### config.mk
export PLATFORM = sky130hd
export DESIGN_NAME = fetch_unit
export DESIGN_NICKNAME = d
export VERILOG_FILES = /design/src/rtl/fetch_pkg.sv /design/src/rtl/fetch_imem.sv /design/src/rtl/fetch_unit.sv
export SDC_FILE = /design/constraint.sdc
export NUM_CORES = 1
export LEC_CHECK = 0
export CORE_MARGIN = 4
export CORE_UTILIZATION = 53
export CTS_CLUSTER_DIAMETER = 150
export DETAILED_ROUTE_END_ITERATION = 12
export GPL_TIMING_DRIVEN = 0
export HOLD_SLACK_MARGIN = 0.12
export PLACE_DENSITY = 0.78
export SLEW_MARGIN = 0
export SYNTH_ARGS = -nofsm -noshare
export SYNTH_HDL_FRONTEND = slang
export SYNTH_SLANG_ARGS = --single-unit
### constraint.sdc
create_clock -name clk_i -period 4 [get_ports clk_i]
set_input_delay 0.8 -clock clk_i [delete_from_list [all_inputs] [get_ports clk_i]]
set_output_delay 0.8 -clock clk_i [all_outputs]
set_load 0.03 [all_outputs]
### src/rtl/fetch_pkg.sv
// fetch_pkg: shared widths, NOP encoding and buffer entry type for the fetch unit
package fetch_pkg;
    localparam int XLEN_DEF       = 32;
    localparam int IMEM_DEPTH_DEF = 64;
    localparam int PC_MAX         = 64;
    localparam logic [31:0] NOP   = 32'h0000_0013;
    typedef struct packed {
        logic [PC_MAX-1:0] pc;
        logic [31:0]       inst;
    } buf_entry_t;
endpackage

### src/rtl/fetch_imem.sv
// fetch_imem: synchronous-read instruction ROM, one cycle latency, image holds word k at index k
module fetch_imem #(
    parameter int DEPTH = 64,
    parameter int AW    = $clog2(DEPTH)
) (
    input  logic          clk_i,
    input  logic [AW-1:0] addr_i,
    output logic [31:0]   data_o
);
    logic [31:0] rom [DEPTH];
    for (genvar i = 0; i < DEPTH; i++) begin : g_rom
        assign rom[i] = 32'(i);
    end
    always_ff @(posedge clk_i)
        data_o <= rom[addr_i];
endmodule

### src/rtl/fetch_unit.sv
// fetch_unit: sequential instruction fetch with redirect and output buffer; FETCH_FAULT_EN enables address faults
module fetch_unit import fetch_pkg::*; #(
    parameter int               XLEN       = XLEN_DEF,
    parameter int               IMEM_DEPTH = IMEM_DEPTH_DEF,
    parameter int               BUF_DEPTH  = 2,
    parameter logic [XLEN-1:0]  RESET_PC   = '0
) (
    input  logic            clk_i,
    input  logic            rst_i,
    input  logic            redirect_valid_i,
    input  logic [XLEN-1:0] redirect_pc_i,
    output logic            inst_valid_o,
    input  logic            inst_ready_i,
    output logic [31:0]     inst_o,
    output logic [XLEN-1:0] pc_o,
    output logic            fault_o
);
    localparam int AW = $clog2(IMEM_DEPTH);
    localparam int BW = $clog2(BUF_DEPTH);
    logic [XLEN-1:0] pc_q, rd_pc_q, fetch_pc, target, start_pc;
    logic [31:0]     rd_data;
    logic            rd_pend_q, fault_q, bad_addr, room, issue, pop;
    logic [BW+1:0]   occ;
    logic [BW-1:0]   head_q, tail_q;
    logic [BW:0]     count_q;
    buf_entry_t      buf_q [BUF_DEPTH];
`ifdef FETCH_FAULT_EN
    assign start_pc = RESET_PC;
    assign target   = redirect_pc_i;
    assign bad_addr = (|fetch_pc[1:0]) || ((fetch_pc >> 2) >= XLEN'(IMEM_DEPTH));
`else
    assign start_pc = RESET_PC & ~XLEN'(3);
    assign target   = redirect_pc_i & ~XLEN'(3);
    assign bad_addr = 1'b0;
`endif
    // A redirect reads its target in the same cycle so the target is valid two cycles later
    assign fetch_pc     = redirect_valid_i ? target : pc_q;
    assign inst_valid_o = count_q != '0;
    assign pop          = inst_valid_o && inst_ready_i;
    assign occ          = (BW+2)'(count_q) + (BW+2)'(rd_pend_q) - (BW+2)'(pop);
    assign room         = occ < (BW+2)'(BUF_DEPTH);
    assign issue        = !bad_addr && (redirect_valid_i || (!fault_q && room));
    assign inst_o       = inst_valid_o ? buf_q[head_q].inst : '0;
    assign pc_o         = inst_valid_o ? XLEN'(buf_q[head_q].pc) : '0;
    assign fault_o      = fault_q;
    fetch_imem #(.DEPTH(IMEM_DEPTH)) u_imem (
        .clk_i  (clk_i),
        .addr_i (fetch_pc[AW+1:2]),
        .data_o (rd_data)
    );
    always_ff @(posedge clk_i or posedge rst_i) begin
        if (rst_i) begin
            pc_q      <= start_pc;
            rd_pc_q   <= '0;
            rd_pend_q <= 1'b0;
            fault_q   <= 1'b0;
            head_q    <= '0;
            tail_q    <= '0;
            count_q   <= '0;
        end else begin
            rd_pend_q <= issue;
            fault_q   <= redirect_valid_i ? bad_addr : fault_q | (bad_addr && room);
            if (issue) begin
                pc_q    <= fetch_pc + XLEN'(4);
                rd_pc_q <= fetch_pc;
            end else if (redirect_valid_i) begin
                pc_q <= target;
            end
            if (redirect_valid_i) begin
                head_q  <= '0;
                tail_q  <= '0;
                count_q <= '0;
            end else begin
                if (rd_pend_q)
                    tail_q <= tail_q + 1'b1;
                if (pop)
                    head_q <= head_q + 1'b1;
                count_q <= count_q + (BW+1)'(rd_pend_q) - (BW+1)'(pop);
            end
        end
    end
    always_ff @(posedge clk_i)
        if (rd_pend_q && !redirect_valid_i)
            buf_q[tail_q] <= '{pc: PC_MAX'(rd_pc_q), inst: rd_data};
endmodule

**Run 1: supply network**

Pins as bars on the die edge.
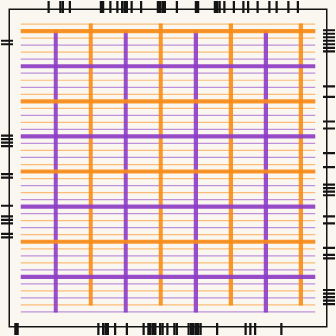
color	net
orange	VDD
purple	VSS
rows	41
met1 rails	42
horizontal die dimension: 122 um
core region area: 12700 sq um

**Run 1: placement by cell class**

Bar = 20 um.
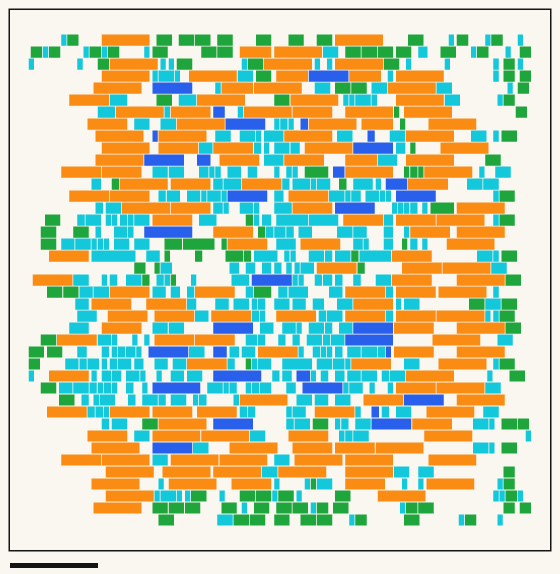
color	class	cells
cyan	remaining logic cells	387
orange	registers	151
blue	clock drivers and dummy loads	32
green	remaining buffers and delay cells	128
final instance area: 8650 sq um
row count: 41

**Run 1: clock network drawn from the DEF**

Bar = 20 um.
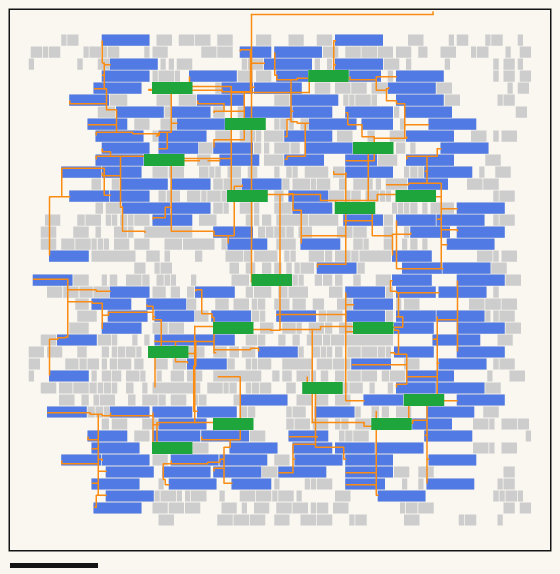
[green] clock-net drivers | count: 17
[orange] clock wires | length: 1670 um
[blue] flip-flops | count: 151
flops lie	widely spread
power in the clock group: 1670 uW
clock share of power: 25.7%
clock skew after layout: 0.00642 ns
clock network latency to the later pin of the worst-skew pair: 0.42 ns

==> run summary, run 1 <==
number of warning messages in the yosys log -> 0
count of warning messages emitted by the tools -> 28
simple-gate share of the synthesized area -> 11.6%
count of mapped cells out of synthesis -> 566
cells in synth_stat.txt -> 566
result of the run -> finished clean
tightest hold margin -> 0.436 ns
remaining global-route overflow -> 0
number of buffers added by the clock tree synthesis step -> 17
path class of the lowest-slack min-delay path -> reg2reg
total number of vias -> 4679
met2 global-route usage -> 35.2%
final tally of max-slew violations -> 0
Crit Path Category -> in2reg
first-pass GRT wire length -> 24300 um
part of the cycle the worst path needs -> 95.8%
post-CTS setup buffers -> 0
number of fillers in the final layout -> 958
final setup violation count -> 0
antenna diode instance count -> 0
Mux area share -> 11.6%
category of the worst setup path capture point -> flip-flop
clock-pin slew of the registers on the worst-case setup and hold paths -> 0.06 ns
setup slack after placement -> -0.319 ns
count of input and output buffers -> 72
buffer depth of the longest clock path -> 2
DRT Pass-1 Iters -> 4
clock root buffer master -> sky130_fd_sc_hd__clkbuf_16
via count of the first global-routing pass -> 4736
Worst-Margin Slew -> 0.925 ns
Top non-seq family -> multiplexers
part of the Yosys area used for sequential elements -> 59.5%
grt peak-use layer -> met2
data required time at the worst endpoint -> 4.34 ns
met1 Track Usage GR -> 27.6%
RSZ-0062 raised after global routing -> no
Main synth FF type -> sky130_fd_sc_hd__edfxtp_1
largest net degree at the start of global routing -> 70
arrival time reported for the critical path endpoint -> 4.17 ns
biggest fanout along the worst timing path -> 10
share of layout cells above drive strength 1 -> 14.0%
Die Footprint -> 15000 sq um
Tot GR Track Use -> 21.4%
area share of the largest cell type after synthesis -> 32.9%
count of library flops with an enable pin -> 76
kind of launch point of the worst setup path -> input pin
crit path time final -> 3.83 ns
met3 routing resource usage after global routing -> 5.02%
mean area per synthesized cell -> 12.3 sq um
top cells by count, synth -> 76 x sky130_fd_sc_hd__edfxtp_1, 75 x sky130_fd_sc_hd__mux2i_1, 69 x sky130_fd_sc_hd__dfrtp_1, 58 x sky130_fd_sc_hd__nor2_1, 48 x sky130_fd_sc_hd__nand2_1
final weighted congestion of routability-driven global placement -> 0.906
max cap viols -> 0
Synth flops -> 151
async set-reset flop share out of synthesis -> 45.7%
top area cells in the synthesized netlist -> sky130_fd_sc_hd__edfxtp_1 33%, sky130_fd_sc_hd__dfrtp_1 25%, sky130_fd_sc_hd__mux2i_1 11%, sky130_fd_sc_hd__nor2_1 3.1%, sky130_fd_sc_hd__xnor2_1 3.0%
post-route worst setup slack -> 0.169 ns
clock net sink count -> 151
post-synth design cell area -> 6940 sq um
detailed-route vias per instance -> 5.38
number of DRC violations after detailed-routing iteration 0 -> 353
worst slew margin relative to its limit -> 38.3%
areal power density over the cells -> 752 nW/um^2
FA/HA/MAJ Cells, Area Fraction -> 0.830%
final routed DRC violation total -> 0
count of boundary I/O pins -> 102
fraction of the core area occupied by cells at floorplan -> 54.5%
wirelength, routed -> 15500 um
cell with the most instances after synthesis -> sky130_fd_sc_hd__edfxtp_1
LEAKAGE -> 0.00347 uW
H-tree depth -> 4
final net count -> 725
Tot Pwr -> 6500 uW
xor/xnor cell area share of the yosys netlist -> 4.29%
distinct cell type count of the synthesized netlist -> 58
maximum achievable frequency -> 0.261 GHz
placed wire-length estimate -> 10800 um
antenna violations before repair -> 0
final hold violations -> 0
post-synthesis share of cell area spent on and-or and or-and gates -> 6.20%
cell type with the highest aggregate area in the netlist -> sky130_fd_sc_hd__edfxtp_1
CTS tree -> done
mean routed wirelength per cell -> 17.8 um
maximum VDD drop -> 0.298 mV
total cell area reported by yosys after synthesis -> 6940 sq um
signed area change from the synthesized netlist to the final layout -> 24.7%
Detail Route Antenna Nets -> 0
Final Core Density -> 68.0%
[run 1: cells in the final DEF, fill, tap and decap left out, drive strengths merged, types with 4 or more instances in the layout]
master	n
clkbuf	31
edfxtp	76
nand4	6
conb	27
dfxtp	6
a21oi	15
mux2i	75
nor2b	8
xnor2	24
clkinv	6
nor2	58
buf	45
mux2	5
dfrtp	69
a31oi	4
nand3	11
nor3b	5
bufinv	4
inv	14
nor3	4
nand2	50
clkdlybuf4s50	72
xor2	10
o21ai	31
[run 1: final timing paths]
kind / slack, ns / cells after the start / start / endpoint
min reg2reg: 0.44 / 0 / u_imem.data_o[0]$_DFF_P_ / buf_q[0][0]$_DFFE_PP_
max in group asynchronous: 2.51 / 2 / rst_i / pc_q[12]$_DFF_PP0_
max: 0.17 / 14 / redirect_valid_i / pc_q[30]$_DFF_PP0_
min in group asynchronous: 0.91 / 2 / rst_i / head_q$_DFFE_PP0P_
max reg2reg: 0.43 / 12 / count_q[1]$_DFF_PP0_ / pc_q[30]$_DFF_PP0_
min: 0.44 / 0 / u_imem.data_o[0]$_DFF_P_ / buf_q[0][0]$_DFFE_PP_
[run 1: sequential cells by signal (all words and copies together), names as in the netlist]
signal / count
buf_q: 76
pc_q: 32
rd_pc_q: 32
u_imem.data_o: 6
count_q: 2
head_q: 1
rd_pend_q: 1
tail_q: 1
[run 1: layer usage]
metal  part of all wire (%)  vias to the layer above
met5                      0                        -
met2                     49                      180
met4                    2.8                        0
met3                    6.0                       31
met1                     42                     2291
li1                       -                     2177
[run 1: worst max-delay path, stage by stage]
cell                              delay (ns)
sky130_fd_sc_hd__clkdlybuf4s50_1        0.58
sky130_fd_sc_hd__buf_6                  0.20
sky130_fd_sc_hd__buf_12                 0.14
sky130_fd_sc_hd__buf_6                  0.14
sky130_fd_sc_hd__buf_2                  0.25
sky130_fd_sc_hd__clkbuf_4               0.33
sky130_fd_sc_hd__mux2i_1                0.15
sky130_fd_sc_hd__inv_1                  0.09
sky130_fd_sc_hd__ha_1                   0.21
sky130_fd_sc_hd__a21boi_2               0.25
sky130_fd_sc_hd__nand4_2                0.21
sky130_fd_sc_hd__nor3b_4                0.40
sky130_fd_sc_hd__nor3b_2                0.25
sky130_fd_sc_hd__xnor2_1                0.15
[run 1: metrics by stage]
stage / TNS [ns] / area [sq um] / cells
floorplan: 0 / 7040 / 592
global placement: -66.46 / 7980 / 836
detailed placement: -1.15 / 8020 / 838
CTS: 0 / 8640 / 870
global route: 0 / 8650 / 870
finish: 0 / 8650 / 870
[run 1: final cells by class]
class	instances	area [sq um]	share of cell area, %
sequential	151	4130	47.7
multi-input combinational	373	2520	29.1
timing repair buffer	74	751	8.68
clock buffer	20	447	5.16
buffer	54	359	4.15
tap	172	215	2.49
clock inverter	12	176	2.04
inverter	14	55.1	0.637
[run 1: report_power, final]
part | internal, uW | switching, uW
clock | 1060 | 615
combinational | 961 | 1450
sequential | 2180 | 230
[run 1: timing repair]
action,CTS,global route
setup endpoints to repair,0,4
hold buffers,0,0
resized,0,2
==> run 2, diff against run 1 <==
--- a/config.mk
+++ b/config.mk
@@ -12,7 +12,6 @@
 export GPL_TIMING_DRIVEN = 0
 export HOLD_SLACK_MARGIN = 0.12
 export PLACE_DENSITY = 0.78
-export SLEW_MARGIN = 0
 export SYNTH_ARGS = -nofsm -noshare
 export SYNTH_HDL_FRONTEND = slang
 export SYNTH_SLANG_ARGS = --single-unit
**Run 2: routed metal, one color a layer**

Only two layers are drawn.
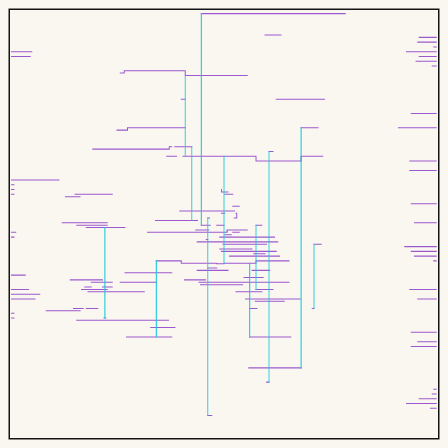
color	layer	wire length
purple	M3	926 um
cyan	M4	432 um
total number of vias: 4679
mean routed wirelength per cell: 17.8 um
Tot GR Track Use: 21.4%
wirelength, routed: 15500 um

==> run 2 against run 1 <==
Net effect: maximum frequency stayed put; register-to-register slack hardly changed; area after synthesis stayed put; sequential share of layout area stayed put; routed wire length stayed put; sequential power hardly changed.
==> run summary, run 2 <==
final weighted congestion of routability-driven global placement -> 0.906 (unchanged)
most common library cell in the layout ignoring fill and taps -> sky130_fd_sc_hd__edfxtp_1
clock net sink count -> 151 (unchanged)
cell type with the highest aggregate area in the netlist -> sky130_fd_sc_hd__edfxtp_1
areal power density over the cells -> 752 nW/um^2 (unchanged)
mean area per synthesized cell -> 12.3 sq um (unchanged)
Top Metal Used -> met4
first-pass GRT wire length -> 24300 um (unchanged)
Synth flops -> 151 (unchanged)
data required time at the worst endpoint -> 4.34 ns (about the same)
placed wire-length estimate -> 10800 um (unchanged)
remaining global-route overflow -> 0 (unchanged)
max reg flops -> 76 (unchanged)
kind of launch point of the worst setup path -> input pin
crit path time final -> 3.83 ns (unchanged)
maximum VDD drop -> 0.298 mV (unchanged)
final routed DRC violation total -> 0 (unchanged)
clock root buffer master -> sky130_fd_sc_hd__clkbuf_16
post-CTS setup buffers -> 0 (unchanged)
final hold violations -> 0 (unchanged)
DRT Pass-1 Iters -> 4 (unchanged)
fraction of the core area occupied by cells at floorplan -> 54.5% (unchanged)
cells in synth_stat.txt -> 566 (unchanged)
horizontal die dimension -> 122 um (unchanged)
post-route worst setup slack -> 0.169 ns (unchanged)
count of mapped cells out of synthesis -> 566 (unchanged)
worst slew margin relative to its limit -> 38.3% (unchanged)
count of input and output buffers -> 72 (unchanged)
antenna diode instance count -> 0 (unchanged)
post-synth design cell area -> 6940 sq um (unchanged)
Int Pwr -> 4200 uW (unchanged)
top library cells by usage in the layout, fill and taps aside -> 76 x sky130_fd_sc_hd__edfxtp_1, 75 x sky130_fd_sc_hd__mux2i_1, 72 x sky130_fd_sc_hd__clkdlybuf4s50_1, 69 x sky130_fd_sc_hd__dfrtp_1, 58 x sky130_fd_sc_hd__nor2_1
top area cells in the synthesized netlist -> sky130_fd_sc_hd__edfxtp_1 33%, sky130_fd_sc_hd__dfrtp_1 25%, sky130_fd_sc_hd__mux2i_1 11%, sky130_fd_sc_hd__nor2_1 3.1%, sky130_fd_sc_hd__xnor2_1 3.0%
met2 wire length -> 7640 um (unchanged)
signed area change from the synthesized netlist to the final layout -> 24.7% (unchanged)
antenna violations before repair -> 0 (unchanged)
largest net degree at the start of global routing -> 70 (unchanged)
total cell area reported by yosys after synthesis -> 6940 sq um (unchanged)
RSZ-0062 raised after global routing -> no
switching power total -> 2300 uW (unchanged)
count of warning messages emitted by the tools -> 28 (unchanged)
category of the worst setup path capture point -> flip-flop
Die Footprint -> 15000 sq um (unchanged)
maximum achievable frequency -> 0.261 GHz (unchanged)
count of boundary I/O pins -> 102 (unchanged)
row count -> 41 (unchanged)
buffer depth of the longest clock path -> 2 (unchanged)
non-filler instance count after layout -> 870 (unchanged)
switching share of power -> 35.3% (unchanged)
part of the Yosys area used for sequential elements -> 59.5% (unchanged)
final net count -> 725 (unchanged)
met1 routed wirelength after detailed routing -> 6480 um (unchanged)
result of the run -> finished clean
max cap viols -> 0 (unchanged)
part of the cycle the worst path needs -> 95.8% (unchanged)
Detail Route Antenna Nets -> 0 (unchanged)
count of library flops with an enable pin -> 76 (unchanged)
arrival time reported for the critical path endpoint -> 4.17 ns (about the same)
number of buffers added by the clock tree synthesis step -> 17 (unchanged)
leading registers by flop count -> buf_q x76, pc_q x32, rd_pc_q x32
register containing the most flip-flops in the final layout -> buf_q
share of layout cells above drive strength 1 -> 14.0% (unchanged)
Main synth FF type -> sky130_fd_sc_hd__edfxtp_1
final setup violation count -> 0 (unchanged)
cell with the most instances after synthesis -> sky130_fd_sc_hd__edfxtp_1
biggest fanout along the worst timing path -> 10 (unchanged)
area share of the largest cell type after synthesis -> 32.9% (unchanged)
via count of the first global-routing pass -> 4736 (unchanged)
clock skew after layout -> 0.00642 ns (unchanged)
detailed-route vias per instance -> 5.38 (unchanged)
instance count after placement with tap cells included -> 838 (unchanged)
clock network latency to the later pin of the worst-skew pair -> 0.42 ns (about the same)
number of DRC violations after detailed-routing iteration 0 -> 353 (unchanged)
async set-reset flop share out of synthesis -> 45.7% (unchanged)
path class of the lowest-slack min-delay path -> reg2reg
LEAKAGE -> 0.00347 uW (unchanged)
top cells by count, synth -> 76 x sky130_fd_sc_hd__edfxtp_1, 75 x sky130_fd_sc_hd__mux2i_1, 69 x sky130_fd_sc_hd__dfrtp_1, 58 x sky130_fd_sc_hd__nor2_1, 48 x sky130_fd_sc_hd__nand2_1
distinct cell type count of the synthesized netlist -> 58 (unchanged)
tightest hold margin -> 0.436 ns (unchanged)
clock share of power -> 25.7% (about the same)
clock-pin slew of the registers on the worst-case setup and hold paths -> 0.06 ns (about the same)
amount of wire on met3 after detailed routing -> 925 um (unchanged)
final tally of max-slew violations -> 0 (unchanged)
[run 2: cell counts in the layout (fill, tap and decap cells not counted)]
No cell type changed its count.
[run 2: timing repair]
item                       in CTS  in global routing
setup endpoints to repair       0                  4
resized                         0                  2
hold buffers                    0                  0
[run 2: area by class of cell]
type	instances	area, sq um
clock inverter	12	176
clock buffer	20	447
timing repair buffer	74	751
inverter	14	55.1
tap	172	215
sequential	151	4130
fill	958	4070
buffer	54	359
multi-input combinational	373	2520
[run 2: power by group through the flow]
stage,Clock (uW),Combinational (uW),Sequential [uW]
floorplan,0,1640,2360
global placement,0,2340,2420
CTS,1680,2430,2410
finish,1670,2410,2410
global route,1750,2600,2460
detailed placement,0,2410,2440
[run 2: worst paths after layout]
check	startpoint	to	slack (ns)	cells after the start
worst max-delay path	redirect_valid_i	pc_q[30]$_DFF_PP0_	0.17	14
worst min-delay path	u_imem.data_o[0]$_DFF_P_	buf_q[0][0]$_DFFE_PP_	0.44	0
worst max register to register	count_q[1]$_DFF_PP0_	pc_q[30]$_DFF_PP0_	0.43	12
worst min register to register	u_imem.data_o[0]$_DFF_P_	buf_q[0][0]$_DFFE_PP_	0.44	0
max in group asynchronous	rst_i	pc_q[12]$_DFF_PP0_	2.51	2
min in group asynchronous	rst_i	head_q$_DFFE_PP0P_	0.91	2
[run 2: metal layers]
metal	up-vias	track usage [%]
met3	31	5.02
met4	0	8.82
met1	2291	27.6
met2	180	35.2
met5	-	0
li1	2177	-
[run 2: per-stage QoR]
stage | utilization, % | instance area (sq um) | setup TNS, ns
floorplan | - | 7040 | 0
global placement | 62.7 | 7980 | -66.46
detailed placement | 63.0 | 8020 | -1.15
CTS | 67.9 | 8640 | 0
global route | 68.0 | 8650 | 0
finish | 68.0 | 8650 | 0
[run 2: kinds of logic (layout without fill, tap and decap cells)]
logic type	count (synthesis)	in the layout	share of synthesized area, %
AOI/OAI and AO/OA	66	66	6.20
xor gates and xnor gates	34	34	4.29
adders and majority gates	4	4	0.830
buffers and inverters	68	174	5.90
DFF	151	151	59.5
muxes	80	80	11.6
other	1	27	0.0541
and+or+nand+nor	162	162	11.6
[run 2: worst max-delay path, cell delays in order]
cell,delay [ns]
sky130_fd_sc_hd__clkdlybuf4s50_1,0.58
sky130_fd_sc_hd__buf_6,0.20
sky130_fd_sc_hd__buf_12,0.14
sky130_fd_sc_hd__buf_6,0.14
sky130_fd_sc_hd__buf_2,0.25
sky130_fd_sc_hd__clkbuf_4,0.33
sky130_fd_sc_hd__mux2i_1,0.15
sky130_fd_sc_hd__inv_1,0.09
sky130_fd_sc_hd__ha_1,0.21
sky130_fd_sc_hd__a21boi_2,0.25
sky130_fd_sc_hd__nand4_2,0.21
sky130_fd_sc_hd__nor3b_4,0.40
sky130_fd_sc_hd__nor3b_2,0.25
sky130_fd_sc_hd__xnor2_1,0.15
==> run 3, diff against run 2 <==
--- a/config.mk
+++ b/config.mk
@@ -15,3 +15,4 @@
 export SYNTH_ARGS = -nofsm -noshare
 export SYNTH_HDL_FRONTEND = slang
 export SYNTH_SLANG_ARGS = --single-unit
+export TNS_END_PERCENT = 50
**Run 3: routed metal, one color a layer**

Only two layers are drawn.
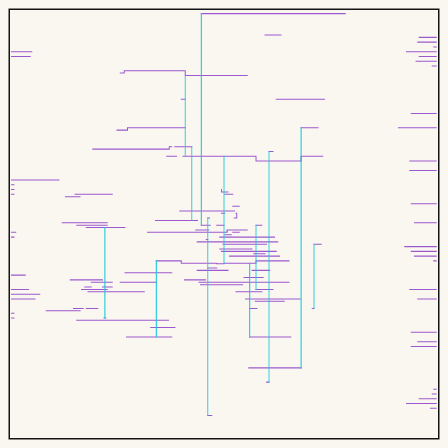
color	layer	wire length
purple	M3	926 um
cyan	M4	432 um

==> run 3 against run 2 <==
Net effect: clock-buffer cell count stayed put; critical path type unchanged; non-clock buffer count stayed put; clock power hardly changed; via count stayed put; global-route usage stayed put; sequential power hardly changed; maximum frequency stayed put; synthesized cell count stayed put; cell count stayed put; critical endpoint unchanged; sequential cell count stayed put; power stayed put; worst hold slack stayed put.
==> run summary, run 3 <==
register containing the most flip-flops in the final layout -> buf_q
signed area change from the synthesized netlist to the final layout -> 24.7% (unchanged)
launch point of the worst path -> redirect_valid_i
Main synth FF type -> sky130_fd_sc_hd__edfxtp_1
most common library cell in the layout ignoring fill and taps -> sky130_fd_sc_hd__edfxtp_1
row count -> 41 (unchanged)
met3 routing resource usage after global routing -> 5.02% (unchanged)
clock network latency to the later pin of the worst-skew pair -> 0.42 ns (about the same)
share of layout cells above drive strength 1 -> 14.0% (unchanged)
grt peak-use layer -> met2
horizontal die dimension -> 122 um (unchanged)
post-synth design cell area -> 6940 sq um (unchanged)
buffering stage count on the worst path with inverters included -> 7 (unchanged)
Synth flops -> 151 (unchanged)
remaining global-route overflow -> 0 (unchanged)
DRT Pass-1 Iters -> 4 (unchanged)
LEAKAGE -> 0.00347 uW (unchanged)
fraction of the core area occupied by cells at floorplan -> 54.5% (unchanged)
Final Core Density -> 68.0% (unchanged)
count of library flops with an enable pin -> 76 (unchanged)
worst reg2reg path depth -> 12 (unchanged)
top library cells by usage in the layout, fill and taps aside -> 76 x sky130_fd_sc_hd__edfxtp_1, 75 x sky130_fd_sc_hd__mux2i_1, 72 x sky130_fd_sc_hd__clkdlybuf4s50_1, 69 x sky130_fd_sc_hd__dfrtp_1, 58 x sky130_fd_sc_hd__nor2_1
antenna diode instance count -> 0 (unchanged)
antenna violations before repair -> 0 (unchanged)
number of DRC violations after detailed-routing iteration 0 -> 353 (unchanged)
crit path time final -> 3.83 ns (unchanged)
cell with the most instances after synthesis -> sky130_fd_sc_hd__edfxtp_1
detailed-route vias per instance -> 5.38 (unchanged)
cell mode on critical path -> sky130_fd_sc_hd__buf_6
Die Footprint -> 15000 sq um (unchanged)
slowest stage cell on the critical path -> sky130_fd_sc_hd__clkdlybuf4s50_1
clock-pin slew of the registers on the worst-case setup and hold paths -> 0.06 ns (about the same)
Multi-input gate area -> 2520 sq um (unchanged)
tightest hold margin -> 0.436 ns (unchanged)
path class of the lowest-slack min-delay path -> reg2reg
leading registers by flop count -> buf_q x76, pc_q x32, rd_pc_q x32
top cells by count, synth -> 76 x sky130_fd_sc_hd__edfxtp_1, 75 x sky130_fd_sc_hd__mux2i_1, 69 x sky130_fd_sc_hd__dfrtp_1, 58 x sky130_fd_sc_hd__nor2_1, 48 x sky130_fd_sc_hd__nand2_1
worst slew margin relative to its limit -> 38.3% (unchanged)
cells in synth_stat.txt -> 566 (unchanged)
maximum achievable frequency -> 0.261 GHz (unchanged)
first-pass GRT wire length -> 24300 um (unchanged)
final net count -> 725 (unchanged)
final hold violations -> 0 (unchanged)
worst setup path endpoint -> pc_q[30]$_DFF_PP0_
total number of vias -> 4679 (unchanged)
clock skew after layout -> 0.00642 ns (unchanged)
number of buffers added by the clock tree synthesis step -> 17 (unchanged)
mean routed wirelength per cell -> 17.8 um (unchanged)
total cell area reported by yosys after synthesis -> 6940 sq um (unchanged)
count of warning messages emitted by the tools -> 28 (unchanged)
result of the run -> finished clean
Detail Route Antenna Nets -> 0 (unchanged)
part of the Yosys area used for sequential elements -> 59.5% (unchanged)
launching point of the worst reg2reg path -> count_q[1]$_DFF_PP0_
setup TNS after final layout -> 0 ns (unchanged)
Largest delay share family, worst path -> buffers and inverters
maximum VDD drop -> 0.298 mV (unchanged)
number of fillers in the final layout -> 958 (unchanged)
arrival time reported for the critical path endpoint -> 4.17 ns (about the same)
number of buffers added to fix hold violations after cts -> 0 (unchanged)
data required time at the worst endpoint -> 4.34 ns (about the same)
register area -> 4130 sq um (unchanged)
count of cell instances traversed by the critical path -> 14 (unchanged)
met2 global-route usage -> 35.2% (unchanged)
post-CTS setup buffers -> 0 (unchanged)
biggest fanout along the worst timing path -> 10 (unchanged)
Crit Reg-Reg Endpoint -> pc_q[30]$_DFF_PP0_
cell-by-cell listing of the critical path -> clkdlybuf4s50_1, buf_6, buf_12, buf_6, buf_2, clkbuf_4, mux2i_1, inv_1, ha_1, a21boi_2, nand4_2, nor3b_4, nor3b_2, xnor2_1
areal power density over the cells -> 752 nW/um^2 (unchanged)
distinct cell type count of the synthesized netlist -> 58 (unchanged)
clock root buffer master -> sky130_fd_sc_hd__clkbuf_16
Tot GR Track Use -> 21.4% (unchanged)
category of the worst setup path capture point -> flip-flop
mean area per synthesized cell -> 12.3 sq um (unchanged)
final weighted congestion of routability-driven global placement -> 0.906 (unchanged)
area share of the largest cell type after synthesis -> 32.9% (unchanged)
clock net sink count -> 151 (unchanged)
max reg flops -> 76 (unchanged)
largest stage delay on the critical path -> 0.58 ns (about the same)
part of the cycle the worst path needs -> 95.8% (unchanged)
wirelength, routed -> 15500 um (unchanged)
max cap viols -> 0 (unchanged)
met1 Track Usage GR -> 27.6% (unchanged)
buffer depth of the longest clock path -> 2 (unchanged)
placed wire-length estimate -> 10800 um (unchanged)
cell type with the highest aggregate area in the netlist -> sky130_fd_sc_hd__edfxtp_1
RSZ-0062 raised after global routing -> no
count of boundary I/O pins -> 102 (unchanged)
final routed DRC violation total -> 0 (unchanged)
largest net degree at the start of global routing -> 70 (unchanged)
top area cells in the synthesized netlist -> sky130_fd_sc_hd__edfxtp_1 33%, sky130_fd_sc_hd__dfrtp_1 25%, sky130_fd_sc_hd__mux2i_1 11%, sky130_fd_sc_hd__nor2_1 3.1%, sky130_fd_sc_hd__xnor2_1 3.0%
async set-reset flop share out of synthesis -> 45.7% (unchanged)
## run 3: cell counts in the layout (fill, tap and decap cells not counted)
Identical to the previous run, type by type.
## run 3: layout make-up
cell class,count,area share [%]
Clock inverter,12,2.04
Clock buffer,20,5.16
Multi-Input combinational cell,373,29.1
Inverter,14,0.637
Buffer,54,4.15
Tap cell,172,2.49
Sequential cell,151,47.7
Timing Repair Buffer,74,8.68
## run 3: routing by layer
layer	wire, um	part of all wire [%]
met5	0	0
met4	431	2.8
met3	925	6.0
met2	7640	49
met1	6480	42
## run 3: worst min-delay path by stage
stage / from / to / slack [ns] / cells after the start
3_3_place_gp: u_imem.data_o[3]$_DFF_P_ / buf_q[0][3]$_DFFE_PP_ / 0.41 / 0
4_1_cts: u_imem.data_o[4]$_DFF_P_ / buf_q[0][4]$_DFFE_PP_ / 0.43 / 0
6_report: u_imem.data_o[0]$_DFF_P_ / buf_q[0][0]$_DFFE_PP_ / 0.44 / 0
5_1_grt: u_imem.data_o[4]$_DFF_P_ / buf_q[1][4]$_DFFE_PP_ / 0.44 / 0
2_1_floorplan: u_imem.data_o[0]$_DFF_P_ / buf_q[0][0]$_DFFE_PP_ / 0.40 / 0
3_5_place_dp: u_imem.data_o[4]$_DFF_P_ / buf_q[0][4]$_DFFE_PP_ / 0.42 / 0
## run 3: logic make-up after synthesis
logic type / after synthesis / share of synthesized area (%)
compound gates: 66 / 6.20
xor+xnor: 34 / 4.29
fa+ha+maj: 4 / 0.830
buf+inv: 68 / 5.90
flops: 151 / 59.5
mux: 80 / 11.6
other cells: 1 / 0.0541
simple gates: 162 / 11.6
## run 3: what timing repair did
item                       4_1_cts  5_1_grt
hold endpoints to repair         0        0
setup endpoints to repair        0        4
resized                          0        2
## run 3: stage by stage
stage,cell area [sq um],cells,setup slack (ns)
floorplan,7040,592,0.275
global placement,7980,836,-1.39
detailed placement,8020,838,-0.319
CTS,8640,870,0.0963
global route,8650,870,0.0355
finish,8650,870,0.169
## run 3: where the power goes
group          leakage (uW)  total (uW)  internal, uW  switching [uW]
combinational       0.00158        2410           961            1450
clock              0.000300        1670          1060             615
sequential          0.00160        2410          2180             230
total               0.00347        6500          4200            2300
Power is estimated from default activity; no workload was simulated.
